## src/rtl/game_pkg.sv

```systemverilog
// Shared types and default constants for the modulus-game controller.
// Contents: the game FSM state type, datapath widths, default timing and
// difficulty constants, and a helper that qualifies a random divisor.
package game_pkg;

  typedef enum logic [2:0] {
    ST_INIT  = 3'd0,
    ST_GEN   = 3'd1,
    ST_WAIT  = 3'd2,
    ST_JUDGE = 3'd3,
    ST_OVER  = 3'd4
  } game_state_t;

  localparam int unsigned DIVIDEND_W = 7;
  localparam int unsigned DIVISOR_W  = 4;
  localparam int unsigned RATE_W     = 27;
  localparam int unsigned LEVEL_W    = 4;

  localparam int unsigned DEF_DEBOUNCE_CYCLES = 120000;
  localparam int unsigned DEF_BASE_RATE       = 36000000;
  localparam int unsigned DEF_RATE_STEP       = 3000000;
  localparam int unsigned DEF_MIN_RATE        = 6000000;
  localparam int unsigned DEF_STREAK_LEN      = 5;
  localparam int unsigned DEF_MAX_LEVEL       = 9;

  // Usable divisors are 2..9; anything else is resampled.
  function automatic logic divisor_ok(input logic [DIVISOR_W-1:0] d);
    return (d >= 4'd2) && (d <= 4'd9);
  endfunction

endpackage

```

## src/rtl/btn_debounce.sv

```systemverilog
// Check-button conditioner: 2-flop synchronizer, stability counter and
// falling-edge detector producing a single press pulse per press.
// Ports:
//   clk       in  system clock
//   reset     in  synchronous, active-high
//   btn_n     in  raw active-low button, asynchronous
//   press_evt out one-cycle pulse on a debounced high->low transition
// Raw edge (stable thereafter) to press_evt is DEBOUNCE_CYCLES+3 cycles.
module btn_debounce #(
  parameter int unsigned DEBOUNCE_CYCLES = 120000
) (
  input  logic clk,
  input  logic reset,
  input  logic btn_n,
  output logic press_evt
);

  localparam int unsigned CNT_W = $clog2(DEBOUNCE_CYCLES + 1);

  logic             sync1_q, sync2_q;
  logic             db_q, db_d, db_prev_q;
  logic             press_q;
  logic [CNT_W-1:0] cnt_q, cnt_d;

  // Counter runs only while the synchronized input disagrees with the
  // debounced level; any agreement restarts the stability window.
  always_comb begin
    db_d  = db_q;
    cnt_d = '0;
    if (sync2_q != db_q) begin
      if (cnt_q == CNT_W'(DEBOUNCE_CYCLES - 1)) begin
        db_d = sync2_q;
      end else begin
        cnt_d = cnt_q + CNT_W'(1);
      end
    end
  end

  always_ff @(posedge clk) begin
    if (reset) begin
      sync1_q   <= 1'b1;
      sync2_q   <= 1'b1;
      db_q      <= 1'b1;
      db_prev_q <= 1'b1;
      cnt_q     <= '0;
      press_q   <= 1'b0;
    end else begin
      sync1_q   <= btn_n;
      sync2_q   <= sync1_q;
      db_q      <= db_d;
      db_prev_q <= db_q;
      cnt_q     <= cnt_d;
      press_q   <= db_prev_q & ~db_q;
    end
  end

  assign press_evt = press_q;

endmodule

```

## src/rtl/game_sequencer.sv

```systemverilog
// Central modulus-game controller: problem generation, answer judging,
// health reward/penalty pulses, difficulty ramp and restart from game over.
// Ports:
//   clk, reset      system clock, synchronous active-high reset
//   check_btn_n     raw active-low check button (asynchronous)
//   answer_correct  judge result from modulus_check
//   health_zero     health exhausted
//   rng_dividend/rng_divisor  random problem candidates
//   dividend/divisor          latched current problem
//   gain_health/lose_health/restart  one-cycle pulses
//   deduct_rate     health decay period for the current level
//   level           difficulty level 0..MAX_LEVEL
//   game_over       high while in ST_OVER
// All outputs are registered.
module game_sequencer
  import game_pkg::*;
#(
  parameter int unsigned DEBOUNCE_CYCLES = DEF_DEBOUNCE_CYCLES,
  parameter int unsigned BASE_RATE       = DEF_BASE_RATE,
  parameter int unsigned RATE_STEP       = DEF_RATE_STEP,
  parameter int unsigned MIN_RATE        = DEF_MIN_RATE,
  parameter int unsigned STREAK_LEN      = DEF_STREAK_LEN,
  parameter int unsigned MAX_LEVEL       = DEF_MAX_LEVEL
) (
  input  logic                  clk,
  input  logic                  reset,
  input  logic                  check_btn_n,
  input  logic                  answer_correct,
  input  logic                  health_zero,
  input  logic [DIVIDEND_W-1:0] rng_dividend,
  input  logic [DIVISOR_W-1:0]  rng_divisor,
  output logic [DIVIDEND_W-1:0] dividend,
  output logic [DIVISOR_W-1:0]  divisor,
  output logic                  gain_health,
  output logic                  lose_health,
  output logic                  restart,
  output logic [RATE_W-1:0]     deduct_rate,
  output logic [LEVEL_W-1:0]    level,
  output logic                  game_over
);

  localparam int unsigned STREAK_W = $clog2(STREAK_LEN + 1);

  logic press_evt;

  btn_debounce #(
    .DEBOUNCE_CYCLES(DEBOUNCE_CYCLES)
  ) u_debounce (
    .clk      (clk),
    .reset    (reset),
    .btn_n    (check_btn_n),
    .press_evt(press_evt)
  );

  game_state_t           state_q, state_d;
  logic [DIVIDEND_W-1:0] dividend_q, dividend_d;
  logic [DIVISOR_W-1:0]  divisor_q, divisor_d;
  logic [RATE_W-1:0]     rate_q, rate_d;
  logic [LEVEL_W-1:0]    level_q, level_d;
  logic [STREAK_W-1:0]   streak_q, streak_d;
  logic                  gain_q, gain_d, lose_q, lose_d;
  logic                  restart_q, restart_d, over_q;

  // One extra bit so a step larger than the current rate shows up as a
  // set MSB instead of wrapping past the floor.
  logic [RATE_W:0]   rate_sub;
  logic [RATE_W-1:0] rate_lvlup;

  assign rate_sub   = {1'b0, rate_q} - (RATE_W + 1)'(RATE_STEP);
  assign rate_lvlup = (rate_sub[RATE_W] || (rate_sub < (RATE_W + 1)'(MIN_RATE)))
                      ? RATE_W'(MIN_RATE) : rate_sub[RATE_W-1:0];

  always_comb begin
    state_d    = state_q;
    dividend_d = dividend_q;
    divisor_d  = divisor_q;
    rate_d     = rate_q;
    level_d    = level_q;
    streak_d   = streak_q;
    gain_d     = 1'b0;
    lose_d     = 1'b0;
    restart_d  = 1'b0;
    case (state_q)
      ST_INIT: begin
        level_d  = '0;
        streak_d = '0;
        rate_d   = RATE_W'(BASE_RATE);
        state_d  = ST_GEN;
      end
      ST_GEN: begin
        if (divisor_ok(rng_divisor)) begin
          dividend_d = rng_dividend;
          divisor_d  = rng_divisor;
          state_d    = ST_WAIT;
        end
      end
      ST_WAIT: begin
        if (health_zero)    state_d = ST_OVER;
        else if (press_evt) state_d = ST_JUDGE;
      end
      ST_JUDGE: begin
        if (health_zero) begin
          state_d = ST_OVER;
        end else if (answer_correct) begin
          gain_d  = 1'b1;
          state_d = ST_GEN;
          if (streak_q == STREAK_W'(STREAK_LEN - 1)) begin
            streak_d = '0;
            rate_d   = rate_lvlup;
            if (level_q < LEVEL_W'(MAX_LEVEL)) level_d = level_q + LEVEL_W'(1);
          end else begin
            streak_d = streak_q + STREAK_W'(1);
          end
        end else begin
          lose_d   = 1'b1;
          streak_d = '0;
          state_d  = ST_WAIT;
        end
      end
      ST_OVER: begin
        if (press_evt) begin
          restart_d = 1'b1;
          state_d   = ST_INIT;
        end
      end
      default: state_d = ST_INIT;
    endcase
  end

  always_ff @(posedge clk) begin
    if (reset) begin
      state_q    <= ST_INIT;
      dividend_q <= '0;
      divisor_q  <= '0;
      rate_q     <= RATE_W'(BASE_RATE);
      level_q    <= '0;
      streak_q   <= '0;
      gain_q     <= 1'b0;
      lose_q     <= 1'b0;
      restart_q  <= 1'b0;
      over_q     <= 1'b0;
    end else begin
      state_q    <= state_d;
      dividend_q <= dividend_d;
      divisor_q  <= divisor_d;
      rate_q     <= rate_d;
      level_q    <= level_d;
      streak_q   <= streak_d;
      gain_q     <= gain_d;
      lose_q     <= lose_d;
      restart_q  <= restart_d;
      over_q     <= (state_d == ST_OVER);
    end
  end

  assign dividend    = dividend_q;
  assign divisor     = divisor_q;
  assign gain_health = gain_q;
  assign lose_health = lose_q;
  assign restart     = restart_q;
  assign deduct_rate = rate_q;
  assign level       = level_q;
  assign game_over   = over_q;

endmodule

```

## config.mk

```make
export PLATFORM = sky130hd
export DESIGN_NAME = game_sequencer
export DESIGN_NICKNAME = d
export VERILOG_FILES = /design/src/rtl/game_pkg.sv /design/src/rtl/btn_debounce.sv /design/src/rtl/game_sequencer.sv
export SDC_FILE = /design/constraint.sdc
export NUM_CORES = 1
export LEC_CHECK = 0
export ABC_CLOCK_PERIOD_IN_PS = 3700
export CORE_MARGIN = 2
export CORE_UTILIZATION = 54
export DETAILED_ROUTE_END_ITERATION = 8
export PLACE_DENSITY = 0.81
export SLEW_MARGIN = 20
export SYNTH_ARGS = -nofsm -noshare
export SYNTH_HDL_FRONTEND = slang
export SYNTH_HIERARCHICAL = 1
export SYNTH_SLANG_ARGS = --single-unit
```

## constraint.sdc

```tcl
create_clock -name clk -period 3.7 [get_ports clk]
set_input_delay 0.74 -clock clk [delete_from_list [all_inputs] [get_ports clk]]
set_output_delay 0.74 -clock clk [all_outputs]
set_load 0.005 [all_outputs]
```

Congestion heat map:
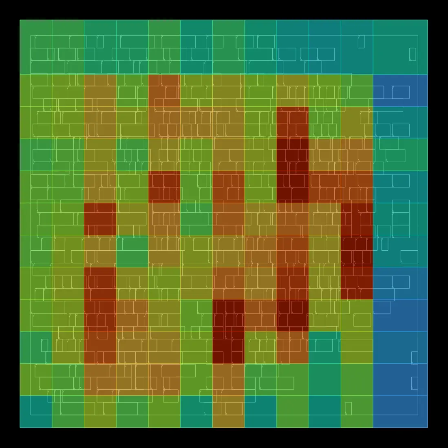
total routing usage reported by global routing: 24.46%
Util after Layout: 67.04%
met3 Track Usage GR: 6.409%

Floorplan with the power grid:
Pins as bars on the die edge. Tap cells in grey.
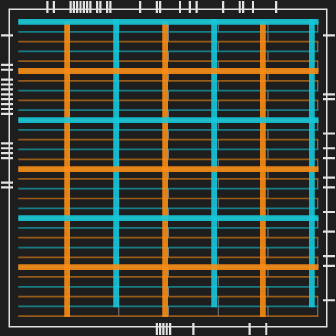
net	colour
VDD	cyan
VSS	orange
rows	30
met4 straps	6
die height: 87.64 um
maximum vdd ir drop: 0.2532 mV

Clock wires, drivers and flops:
The bar under the picture is 20 um long.
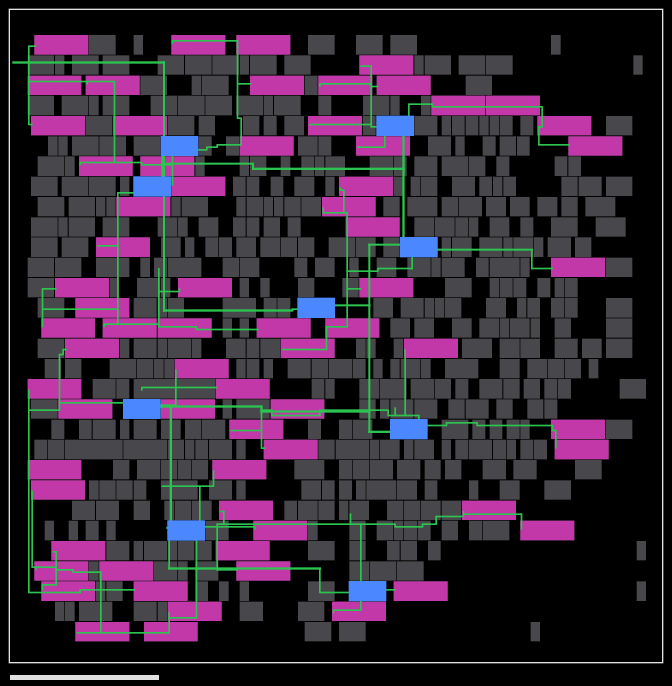
[clock wires] green | length: 883 um
[clock-net drivers] blue | count: 9
[flip-flops] magenta | count: 68
flops lie	all over the die
clock share of power: 38.9%
Clk. pwr: 0.624 mW
Final Skew: 0.007508 ns
insertion delay at the late pin of the worst-skew pair: 0.35 ns

==> results.txt <==
Implementation numbers.

- The critical path goes through ha_1 > o211ai_1 > a211oi_1 > nor3_1 > a311o_1 > or4_4 > o21ai_2 > buf_4 > nor2_1 > a221o_1.
- The worst min-delay path startpoint is u_debounce/sync1_q.
- The fill cell instance count of the final layout reads 571.
- The worst slew margin relative to its limit reads 55.98%.
- In the power breakdown, the biggest contributor is registers.
- The post-synth area from yosys stat is ~0.0038 sq mm.
- The area-dominant cell class after layout is combinational gates.
- The clock tree cell share of total cell area reads under 10%.
- The slowest cell on the critical path reads or4_4.
- TritonCTS built the clock tree.
- The depth of the CTS H-tree reads 3.
- The part of the Yosys area used for sequential elements is 36.04%.
- The cell area that synthesis handed to floorplanning was 0.003777 sq mm.
- The endpoint of the worst register-to-register path reads deduct_rate[18].
- The sink of the worst hold path is u_debounce/sync2_q.
- The initial antenna violation count is 0.
- Of the post-synthesis cell area, the part taken by muxes is 4.008%.
- The floorplan report gives the top-level pin count as 62.
- The worst min-delay path class reads flip-flop to flip-flop.
- The number of buffers inserted by hold repair at cts reads 0.
- The maximum number of buffers from clock root to sink is 2.
- The fmax reads 293.9 MHz.
- The worst reg2reg path depth reads 10.
- The number of gates resized after CTS reads 0.
- The launching instance or port of the critical path reads deduct_rate[6].
- Hold-check failures listed in the final report amount to 0.
- The number of antenna cells inserted is 0.
- Counting the warning lines in the Yosys log gives 6.
- The synthesized-area fraction occupied by xor and xnor cells reads about 4.4%.
- The ratio of total power to cell area is 352.5 mW/mm^2.
- Measured on the final layout, buffering overhead outside the clock network stands at about 14%.
- Registers take about 0.0014 sq mm.
- Cells with a size suffix above 1 make up 8.203% of the layout.
- The wire length of the first global-routing pass reads 14990 um.
- The flow ran to the end, and the final reports show no timing, DRC or antenna violations.
- Per the post-synthesis report, the number of cells in the design is between 400 and 500.
- The transition at the pin with the smallest max-transition slack reads 0.6558 ns.
- The routed design has between 9000 and 10000 um of wire.
- Per STA, the endpoint of the critical path is deduct_rate[18].
- The commonest cells after synthesis are dfxtp_1 (68), nor2_1 (67), a21oi_1 (24), clkbuf_1 (22).
- The busiest layer in global routing reads met2.
- The detailed router's first-iteration violation count reads roughly 330.
- According to the finish report, the design has a final net count of roughly 530.
Routed metal, one colour a layer:
The bar under the picture is 20 um long.
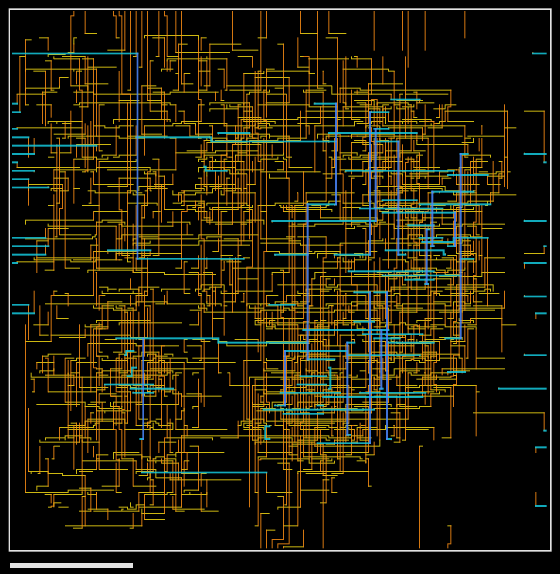
layer	colour	wire length
M1	yellow	3890 um
M4	blue	282 um
M3	cyan	624 um
M2	orange	4250 um

Cells coloured by class:
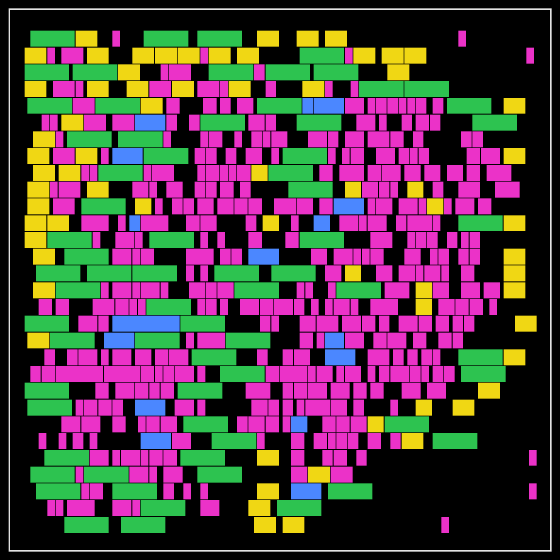
class	colour	cells
clock drivers and dummy loads	blue	16
registers	green	68
remaining logic cells	magenta	362
remaining buffers and delay cells	yellow	66
Seq area share: 29.89%
area inside the core boundary: 0.006794 sq mm

sequential cells by signal (all words and copies together) (netlist names):
signal / count
state_q: 3
streak_q: 3
level: 4
lose_health: 1
u_debounce/press_evt: 1
u_debounce/sync1_q: 1
gain_health: 1
restart: 1
u_debounce/sync2_q: 1
u_debounce/cnt_q: 17
divisor: 4
dividend: 7
deduct_rate: 21
game_over: 1
u_debounce/db_prev_q: 1
u_debounce/db_q: 1
layout by cell type (no fill, tap or decap), drive strengths merged, types with 12 or more instances in the layout:
cell type and n:
dfxtp 68, nor2 67, clkdlybuf4s50 55, a21oi 25
o21ai 23, nand2 20, nand3 16, nor3 15
xor2 15, inv 14, mux2i 14, or3 12
logic make-up after synthesis:
family,Yosys count
mux,15
compound gates,107
fa+ha+maj,6
buf+inv,52
simple gates,195
other cells,1
flops,68
xor+xnor,19
Power figures rest on the tool's default switching activity, not on a simulated workload.
